===== config.mk =====
export PLATFORM = sky130hd
export DESIGN_NAME = sha256_msg_feeder
export DESIGN_NICKNAME = d
export VERILOG_FILES = /design/src/rtl/sha256_msg_feeder_pkg.sv /design/src/rtl/sha256_pad_word.sv /design/src/rtl/sha256_msg_feeder.sv
export SDC_FILE = /design/constraint.sdc
export NUM_CORES = 1
export LEC_CHECK = 0
export ABC_AREA = 1
export CAP_MARGIN = 20
export CORE_UTILIZATION = 67
export CTS_CLUSTER_DIAMETER = 40
export DETAILED_ROUTE_END_ITERATION = 8
export PLACE_DENSITY = 0.86
export SETUP_SLACK_MARGIN = 0.4
export SLEW_MARGIN = 20
export SYNTH_ARGS = -nofsm -noshare
export SYNTH_HDL_FRONTEND = slang
export SYNTH_SLANG_ARGS = --single-unit

===== constraint.sdc =====
create_clock -name clk -period 29.6 [get_ports clk]
set_clock_uncertainty 0.1 [all_clocks]
set_input_delay 2.96 -clock clk [delete_from_list [all_inputs] [get_ports clk]]
set_output_delay 2.96 -clock clk [all_outputs]
set_load 0.005 [all_outputs]

===== src/rtl/sha256_msg_feeder_pkg.sv =====
// Shared SHA-256 constants and the message-feeder state encoding.
package sha256_msg_feeder_pkg;

  localparam int          WORDS_PER_BLOCK = 16;
  localparam int          ROUNDS          = 64;
  localparam logic [31:0] PAD_WORD        = 32'h8000_0000;

  typedef enum logic [1:0] {
    IDLE,
    FILL,
    WAIT,
    RUN
  } feeder_state_t;

endpackage


===== src/rtl/sha256_pad_word.sv =====
// Builds the final message word: keeps the valid leading bytes, appends the
// 0x80 marker byte right after them and zeroes the rest.
module sha256_pad_word
  import sha256_msg_feeder_pkg::*;
(
  input  logic [31:0] data_i,
  input  logic [2:0]  nbytes_i,
  output logic [31:0] word_o
);

  // NOTE: the output gets a default before the case so every path assigns it and no latch is inferred.
  always_comb begin
    word_o = data_i;
    case (nbytes_i)
      3'd0:    word_o = PAD_WORD;
      3'd1:    word_o = {data_i[31:24], 8'h80, 16'h0000};
      3'd2:    word_o = {data_i[31:16], 8'h80, 8'h00};
      3'd3:    word_o = {data_i[31:8], 8'h80};
      default: word_o = data_i;
    endcase
  end

endmodule


===== src/rtl/sha256_msg_feeder.sv =====
// SHA-256 message front end: pads the byte stream, buffers each 512-bit block
// and plays it to the schedule-expansion unit as an unstalled 64-round sequence.
module sha256_msg_feeder
  import sha256_msg_feeder_pkg::*;
(
  input  logic        clk,
  input  logic        rst,
  input  logic [31:0] in_data,
  input  logic        in_valid,
  input  logic        in_last,
  input  logic [2:0]  in_nbytes,
  output logic        in_ready,
  input  logic        core_ready,
  output logic [31:0] exp_word,
  output logic        exp_sel,
  output logic [5:0]  round_idx,
  output logic        blk_valid,
  output logic        blk_first,
  output logic        blk_last
);

  feeder_state_t state_q, state_d;
  logic [31:0]   blk_buf_q [WORDS_PER_BLOCK];
  logic [4:0]    wp_q, wp_d;
  logic [5:0]    k_q, k_d;
  logic [63:0]   len_q, len_d;
  logic          open_q, open_d;
  logic          pad_pend_q, pad_pend_d;
  logic          ovf_q, ovf_d;
  logic          first_q, first_d;

  logic          wr_en;
  logic [3:0]    wr_idx;
  logic [31:0]   wr_data;
  logic          handshake;
  logic [2:0]    nbytes_eff;
  logic [31:0]   in_word;
  logic [63:0]   len_add;
  logic          run;

  // Short counts only mean something on the last word; anything else is a full word.
  assign nbytes_eff = (!in_last || in_nbytes > 3'd4) ? 3'd4 : in_nbytes;
  assign len_add    = in_last ? {58'd0, nbytes_eff, 3'b000} : 64'd32;
  assign in_ready   = (state_q == IDLE) || (state_q == FILL && open_q && !wp_q[4]);
  assign handshake  = in_valid && in_ready;

  sha256_pad_word u_pad_word (
    .data_i   (in_data),
    .nbytes_i (nbytes_eff),
    .word_o   (in_word)
  );

  always_comb begin
    state_d    = state_q;
    wp_d       = wp_q;
    k_d        = k_q;
    len_d      = len_q;
    open_d     = open_q;
    pad_pend_d = pad_pend_q;
    ovf_d      = ovf_q;
    first_d    = first_q;
    wr_en      = 1'b0;
    wr_idx     = wp_q[3:0];
    wr_data    = in_word;
    case (state_q)
      IDLE: begin
        if (handshake) begin
          wr_en      = 1'b1;
          wr_idx     = 4'd0;
          wp_d       = 5'd1;
          len_d      = len_add;
          first_d    = 1'b1;
          open_d     = !in_last;
          pad_pend_d = in_last && (nbytes_eff == 3'd4);
          ovf_d      = 1'b0;
          state_d    = FILL;
        end
      end
      FILL: begin
        if (wp_q[4]) begin
          state_d = WAIT;
        end else if (open_q) begin
          if (handshake) begin
            wr_en = 1'b1;
            wp_d  = wp_q + 5'd1;
            len_d = len_q + len_add;
            if (in_last) begin
              open_d     = 1'b0;
              pad_pend_d = (nbytes_eff == 3'd4);
              ovf_d      = (nbytes_eff != 3'd4) && (wp_q >= 5'd14);
            end
          end
        end else begin
          // Closed message: one pad word per cycle; a marker at 14/15 leaves no room for the length.
          wr_en = 1'b1;
          wp_d  = wp_q + 5'd1;
          if (pad_pend_q) begin
            wr_data    = PAD_WORD;
            pad_pend_d = 1'b0;
            ovf_d      = (wp_q >= 5'd14);
          end else if (wp_q[3:0] == 4'd14) begin
            wr_data = ovf_q ? 32'd0 : len_q[63:32];
          end else if (wp_q[3:0] == 4'd15) begin
            wr_data = ovf_q ? 32'd0 : len_q[31:0];
          end else begin
            wr_data = 32'd0;
          end
        end
      end
      WAIT: begin
        if (core_ready) begin
          k_d     = 6'd0;
          state_d = RUN;
        end
      end
      RUN: begin
        k_d = k_q + 6'd1;
        if (k_q == 6'(ROUNDS - 1)) begin
          wp_d  = 5'd0;
          ovf_d = 1'b0;
          if (open_q || pad_pend_q || ovf_q) begin
            first_d = 1'b0;
            state_d = FILL;
          end else begin
            state_d = IDLE;
          end
        end
      end
      default: state_d = IDLE;
    endcase
  end

  // NOTE: state updates use non-blocking assignments so every register samples pre-edge values.
  always_ff @(posedge clk or posedge rst) begin
    if (rst) begin
      state_q    <= IDLE;
      wp_q       <= '0;
      k_q        <= '0;
      len_q      <= '0;
      open_q     <= 1'b0;
      pad_pend_q <= 1'b0;
      ovf_q      <= 1'b0;
      first_q    <= 1'b0;
      // NOTE: the block buffer is deliberately reset so an aborted block never leaks into the next one.
      for (int i = 0; i < WORDS_PER_BLOCK; i++) blk_buf_q[i] <= '0;
    end else begin
      state_q    <= state_d;
      wp_q       <= wp_d;
      k_q        <= k_d;
      len_q      <= len_d;
      open_q     <= open_d;
      pad_pend_q <= pad_pend_d;
      ovf_q      <= ovf_d;
      first_q    <= first_d;
      if (wr_en) blk_buf_q[wr_idx] <= wr_data;
    end
  end

  assign run       = (state_q == RUN);
  assign blk_valid = run;
  assign round_idx = run ? k_q : 6'd0;
  assign exp_sel   = run && (k_q[5:4] != 2'b00);
  assign exp_word  = (run && k_q[5:4] == 2'b00) ? blk_buf_q[k_q[3:0]] : 32'd0;
  assign blk_first = run && first_q;
  assign blk_last  = run && !open_q && !pad_pend_q && !ovf_q;

endmodule


### Register map, names as in the netlist

Scale: 2 px per um. Other sequential cells in the stronger grey, the rest of the logic in the fainter grey.
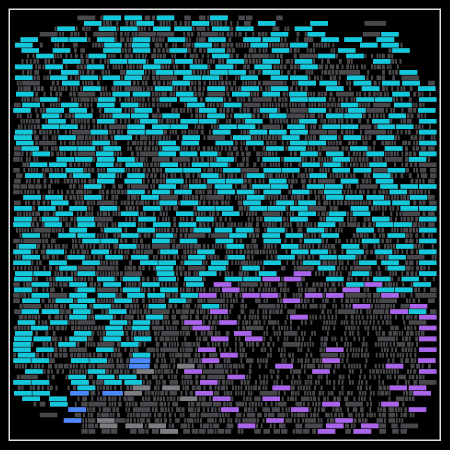
blue -> `k_q`  # placed flops 6, where south-west
cyan -> `blk_buf_q`  # placed flops 512
purple -> `len_q`  # placed flops 61

### Met1 routing

Scale: 3 px per um. Supply wires on this layer in grey.
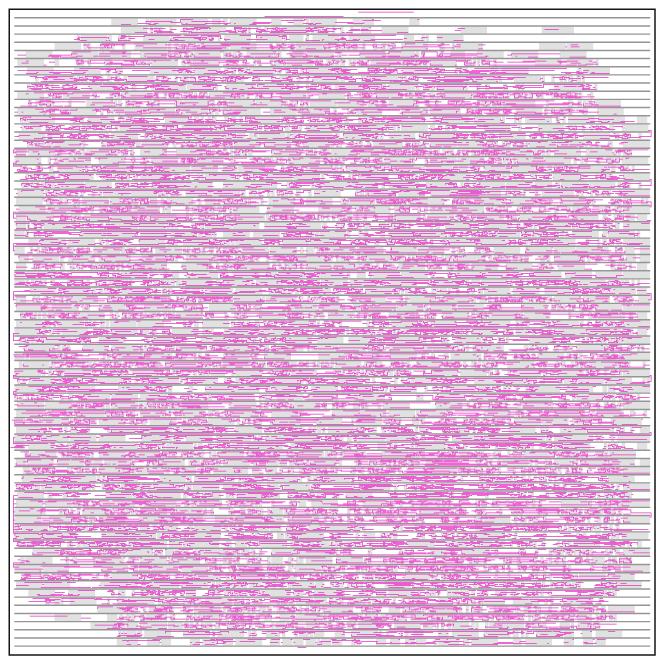
share of all routed wire = 37%
wire length on this layer = 36.3 mm
nets with wire on the layer = 3857
main direction = horizontal
longest straight run = 82.8 um

### Wiring by layer

Scale: 2 px per um. Only two layers are drawn.
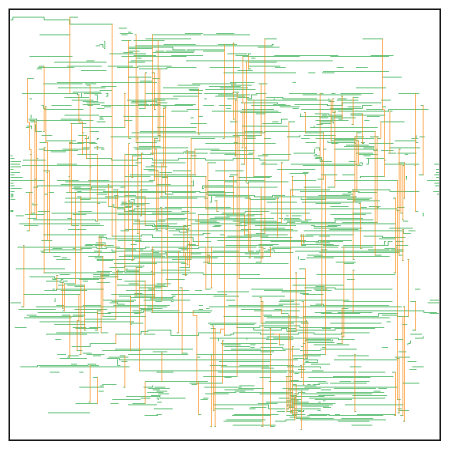
orange -> M4  # wire length 5750 um
green -> M3  # wire length 13200 um

### Track usage over the die

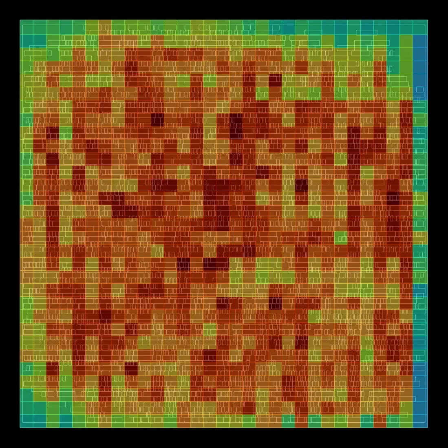
GR Layer Usage met1: 56.9%
most used routing layer: met2
wire per inst: 20.7 um
utilization after layout: 77.1%

flip-flops by register name (all words and copies together) (netlist names):
register / count
ovf_q: 1
first_q: 1
blk_buf_q: 512
len_q: 61
state_q: 2
pad_pend_q: 1
k_q: 6
open_q: 1
wp_q: 5
layout make-up:
cell class | count | area share (%)
sequential | 590 | 43.1
multi-input combinational | 2884 | 38.0
clock buffer | 99 | 6.69
inverter | 397 | 4.40
timing repair buffer | 125 | 3.44
clock inverter | 57 | 2.17
tap | 592 | 2.16
layout by cell type (no fill, tap or decap), types with 17 or more instances in the layout:
master and n:
clkdlybuf4s50_1 82, a21oi_1 206, dfrtp_1 586, o211ai_2 17, o211ai_1 83, buf_4 40
clkbuf_16 87, inv_6 17, o21ai_0 536, nor2_1 233, inv_1 380, nand4_1 60
nand3_1 223, nand2_1 1441
power groups by stage:
| stage | sequential [uW] | combinational, uW | clock, uW |
|---|---|---|---|
| 2_1_floorplan | 941 | 600 | 0 |
| 4_1_cts | 969 | 852 | 1080 |
| 6_report | 973 | 883 | 1080 |
| 5_1_grt | 982 | 956 | 1110 |
| 3_3_place_gp | 978 | 819 | 0 |
| 3_5_place_dp | 981 | 838 | 0 |
cells by family after synthesis:
family,Yosys count,synth area share (%)
AND-OR/OR-AND,879,15.8
XOR/XNOR,5,0.144
adder cells (fa/ha/maj),11,0.479
buffers and inverters,654,8.51
flip-flops,590,48.7
AND/OR/NAND/NOR,1989,26.4
cell usage after synthesis (10+ instances only):
master	instances
o21ai_0	537
nand4_1	60
nand3_1	224
inv_1	386
clkbuf_1	149
o211ai_1	83
dfrtp_1	590
buf_1	25
o21ai_1	14
nor2_1	235
buf_2	79
o211ai_2	17
ha_1	10
a21oi_1	206
nand2_1	1441
==> summary.txt <==
Status: finished clean
Logic area: 13000 um2
H-tree depth: 3
I/O Buffers: 82
CTS root buffer: clkbuf_16
Tool warnings: 38
Reg2reg start: state_q[1]
Die extent in y: 215 um
HP Class: reg -> reg
Met1 wire length: 36300 um
Final setup fails: 0
Clock slew at reported path FFs: 60 ps
Worst Slack Setup Final: 21780 ps
DRT iter0 DRCs: 4472
Ys async rst share: 100%
Fin Setup TNS: 0 ps
Drt via density: 6.21
FF-to-FF End: blk_buf_q[269]
Tot GR Track Use: 43.0%
Syn_area_per_cell: 7.35 um2
Crit end category: output pin
Layout area overhead: 12.9%
Chip Area, Yosys: 30300 um2
Fin. Hold Viols: 0
Post-Syn Area: 30300 um2
Syn Nets: 4179
Worst skew pair latency: 640 ps
Fin cells: 4744
Slowest cell on the critical path: dfrtp_4
CTS-repair resized insts: 0
Power Density: 85.7 nW/um2
Vias in the first global route: 28364
Final period util: 26.4%
Cells after DPL: 4587
Ys flop type: dfrtp_1
GRT Residual Overflow: 0
Drt drc: 0
Top Family by Delay on Critical Path: buffers and inverters
Crit path capture: exp_word[11]
Worst hold path depth: 2
Maximum buffer depth of the clock tree: 3
I/O Pins: 83
Initial antenna violation count: 0
Drt first pass iters: 7
Highest Signal Layer: met4
Leak: 0.0170 uW
Final GP Congestion: 1.05
Core Area: 44400 um2
Worst Tran Pin Value: 1190 ps
N_diodes: 0
Number of enable flip-flop cells: 0
Row cnt: 77
Design area: 34300 um2
Req. time, crit path: 26540 ps
Internal cell power: 1810 uW
Comb power frac: 30.1%
Post-CTS Setup Inserts: 0
Routed wl met2: 43200 um
WP buf/inv: 3
Clock Power Share: 36.8%
WL met3: 13200 um
FF/Latch Area: 14800 um2
Final slew viol count: 0
Critical path class: reg -> out
Synth top area cells: dfrtp_1 (49%), nand2_1 (18%), o21ai_0 (8.9%), inv_1 (4.8%), nand3_1 (3.7%)
Hold Slack: 372 ps
Post-synth regs: 590
Syn Inst Count: 4128
Place WS: 22630 ps
R2R depth: 17
Power figures rest on the tool's default switching activity, not on a simulated workload.
